### src/rtl/serial_add_ctrl.sv
// rtl/serial_add_ctrl.sv - control FSM for a bit-serial adder datapath
module serial_add_ctrl #(
    parameter int WIDTH = 4
) (
    input  logic             clk,
    input  logic             reset,
    input  logic             start,
    input  logic [WIDTH-1:0] a_in,
    input  logic [WIDTH-1:0] b_in,
    output logic             ready,
    output logic             busy,
    output logic             done,
    output logic [WIDTH-1:0] sum_out,
    output logic [WIDTH-1:0] dp_a,
    output logic [WIDTH-1:0] dp_b,
    output logic             dp_load,
    output logic             dp_shift,
    output logic             dp_carry_clr,
    input  logic [WIDTH-1:0] dp_sum
);

    localparam int CW = $clog2(WIDTH);
    localparam logic [CW-1:0] LAST_BIT = CW'(WIDTH - 1);

    typedef enum logic [1:0] {
        S_IDLE,
        S_LOAD,
        S_SHIFT,
        S_DONE
    } state_t;

    state_t           state_q, state_d;
    logic [CW-1:0]    cnt_q, cnt_d;
    logic [WIDTH-1:0] dp_a_q, dp_a_d;
    logic [WIDTH-1:0] dp_b_q, dp_b_d;
    logic [WIDTH-1:0] sum_q, sum_d;
    logic             done_q, done_d;
    // High only in the cycle following a reset edge, so the carry flop is cleared there too.
    logic             rst_cyc_q;

    always_ff @(posedge clk) begin
        if (!reset) begin
            state_q   <= S_IDLE;
            cnt_q     <= '0;
            dp_a_q    <= '0;
            dp_b_q    <= '0;
            sum_q     <= '0;
            done_q    <= 1'b0;
            rst_cyc_q <= 1'b1;
        end else begin
            state_q   <= state_d;
            cnt_q     <= cnt_d;
            dp_a_q    <= dp_a_d;
            dp_b_q    <= dp_b_d;
            sum_q     <= sum_d;
            done_q    <= done_d;
            rst_cyc_q <= 1'b0;
        end
    end

    always_comb begin
        state_d = state_q;
        cnt_d   = cnt_q;
        dp_a_d  = dp_a_q;
        dp_b_d  = dp_b_q;
        sum_d   = sum_q;
        done_d  = 1'b0;
        case (state_q)
            S_IDLE: begin
                if (start) begin
                    dp_a_d  = a_in;
                    dp_b_d  = b_in;
                    state_d = S_LOAD;
                end
            end
            S_LOAD: begin
                cnt_d   = '0;
                state_d = S_SHIFT;
            end
            S_SHIFT: begin
                if (cnt_q == LAST_BIT) begin
                    cnt_d   = '0;
                    state_d = S_DONE;
                end else begin
                    cnt_d = cnt_q + 1'b1;
                end
            end
            S_DONE: begin
                sum_d   = dp_sum;
                done_d  = 1'b1;
                state_d = S_IDLE;
            end
            default: state_d = S_IDLE;
        endcase
    end

    assign ready        = (state_q == S_IDLE);
    assign busy         = (state_q != S_IDLE);
    assign done         = done_q;
    assign sum_out      = sum_q;
    assign dp_a         = dp_a_q;
    assign dp_b         = dp_b_q;
    assign dp_load      = (state_q == S_LOAD);
    assign dp_shift     = (state_q == S_SHIFT);
    assign dp_carry_clr = (state_q == S_LOAD) || rst_cyc_q;

endmodule

### config.mk
export PLATFORM = sky130hd
export DESIGN_NAME = serial_add_ctrl
export DESIGN_NICKNAME = d
export VERILOG_FILES = /design/src/rtl/serial_add_ctrl.sv
export SDC_FILE = /design/constraint.sdc
export NUM_CORES = 1
export LEC_CHECK = 0
export ABC_AREA = 1
export CAP_MARGIN = 20
export CORE_MARGIN = 8
export CORE_UTILIZATION = 42
export CTS_CLUSTER_DIAMETER = 80
export CTS_CLUSTER_SIZE = 20
export DETAILED_ROUTE_END_ITERATION = 6
export GPL_ROUTABILITY_DRIVEN = 0
export PLACE_DENSITY = 0.83
export SKIP_CTS_REPAIR_TIMING = 1
export SYNTH_ARGS = -nofsm -noshare
export SYNTH_HDL_FRONTEND = slang
export SYNTH_SLANG_ARGS = --single-unit
export TNS_END_PERCENT = 20
### constraint.sdc
create_clock -name clk -period 2.9 [get_ports clk]
set_input_delay 0.58 -clock clk [delete_from_list [all_inputs] [get_ports clk]]
set_output_delay 0.58 -clock clk [all_outputs]
set_load 0.1 [all_outputs]
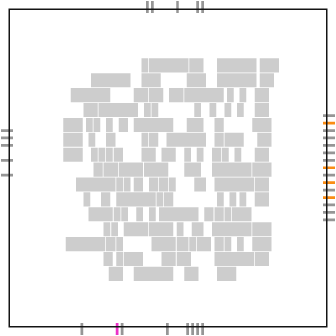
Figure 1: pin placement.
Pins as bars across the die edge, other pins in gray.
Key: dp_b = orange [pins 4, direction output, edge right]; dp_shift = magenta [pins 1, direction output, edge bottom]
All pins by edge: 15 right, 8 bottom, 5 top, 5 left.

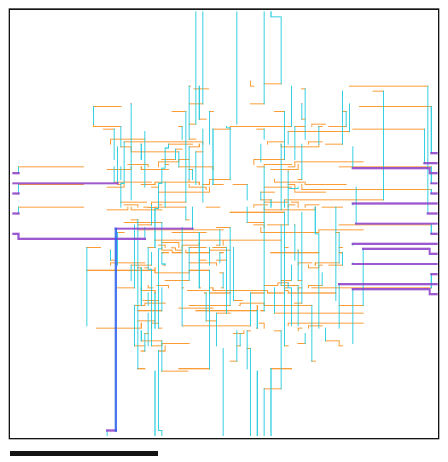
Figure 2: wiring by layer.
The bar under the picture is 20 um long.
Key: M3 = purple [wire length 144 um]; M1 = orange [wire length 718 um]; M2 = cyan [wire length 786 um]; M4 = blue [wire length 27.2 um]
overall routed net length: 1674 um
drt wl/cell: 11.87 um
vias: 663
GRT Overall Usage: 11.24%

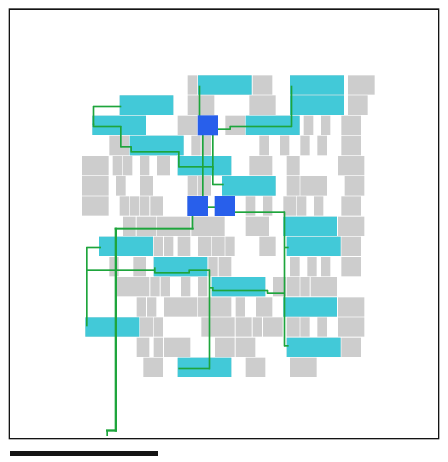
Figure 3: clock network drawn from the DEF.
The bar under the picture is 20 um long.
Key: clock wires = green [length 197 um]; clock-net drivers = blue [count 3]; flip-flops = cyan [count 18]
There are 4 routed clock nets.
clock latency on the worst-skew pair: 0.28 ns

==> results.toml <==
# flow metrics
[status]
status = "finished, final reports clean"

[clock_tree]
root_buffer = "clkbuf_4"
cts_buffers = 3

[cells_and_area]
comb_area_um2 = 319.1
layout-drive-gt1-share_pct = 20.97
final_cell_count_no_fill = 141
area.growth.synth_to_final_pct = 42.12
nonClockInverterCount = 10
antenna_cells = 0
stdcell_area_mm2 = 0.001039
n_all_buffers = 32
final_core_util_pct = 61.48
finalNetCount = 147
bufAreaShareNonClock_pct = 26.51
largestClassByArea = "flip-flops and latches"
lay_top_count = "nor2_1"
comb_share_pct = 30.72

[synth]
ys_sh_simple_pct = 20.03
area_leaders = "dfxtp_1, nor2_1, ha_1, inv_1, o21ai_0"
yosysTopAreaCell = "dfxtp_1"
ff_type = "dfxtp_1"
common_cells = "nor2_1, dfxtp_1, inv_1"
synthAoiAreaFrac_pct = 13.36
synthCells = 90
ys_cells = 90
yosys_warnings = 0
synth.area.mux_share_pct = 0
fp_nets = 111
ys.flops = 18
async_flop_share_pct = 0
yosys-stat-area_um2 = 730.7
syn_avg_cell_area_um2 = 8.119
ys_sh_adder_pct = 10.27
topCombFamilyByArea = "simple AND/OR/NAND/NOR gates"
yosysMostFrequentCell = "nor2_1"
syn_area_um2 = 730.7

[critical_path]
arrival_ns = 1.47
cp_slowest_cell = "dfxtp_1"
worst_r2r_endpoint = "dp_a[0]"
r2r_slack_ns = 1.66
worstSetupStartpointType = "flip-flop"
path_delay_family = "flip-flops"
crit_chain = "inv_1, ha_1, or2_2, buf_4"
r2r_cells = 6

[sta]
fmaxAchievable_mhz = 487.8
final_hold_viol_count = 0
period_needed_ns = 2.050
maxSlewHeadroom_pct = 64.93
worst_slew_pin_slew_ns = 0.5244
fin_ws_ns = 0.8498
timing.hold.ws_ns = 0.4912
min_period_over_period_pct = 70.70

[routing]
drt_iter0_drc = 13
met1_length_um = 717
route.met2.wl_um = 785
drtAntennaViolNets = 0
drc_errors = 0

[floorplan]
die_w_um = 57.71
rows = 15
nWellTaps = 17

[place]
place_area_mm2 = 0.001016
dp.cells = 138
portBuffers = 32

[grt]
globalRoute.totalOverflow = 0
grt_first_pass_wirelength_um = 2973
met1_usage_pct = 11.67
grt_use_met3_pct = 4.636

[hold_path]
min_to = "dp_a[3]"
hold_class = "flip-flop to flip-flop"
hp-start = "dp_a[3]"
holdPathStages = 2

[run]
drv_cap = 0
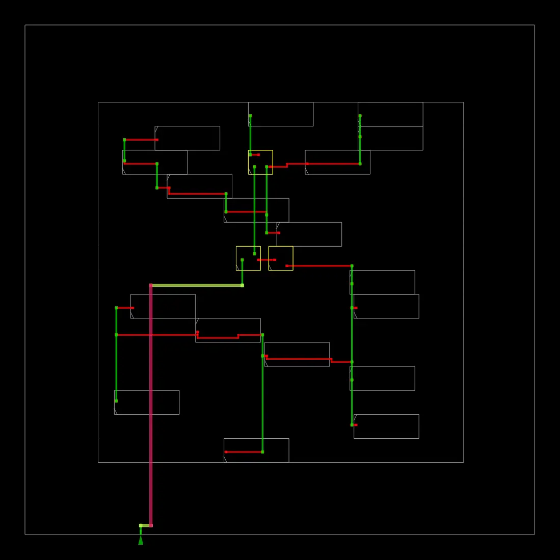
Figure 4: clock nets.
clock buffer count: 3
CTS sink count: 18
final clock skew: 0.009150 ns
layout sequential cell count: 18

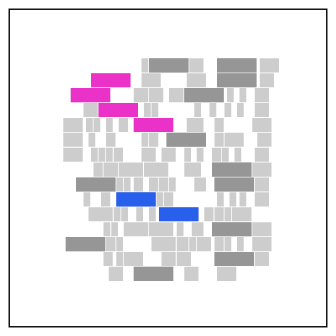
Figure 5: where the registers sit.
Other sequential cells in the stronger gray, the rest of the logic in the fainter gray.
Key: state_q = blue [flops 2]; sum_out = magenta [flops 4]
Another 12 sequential cells are not colored.

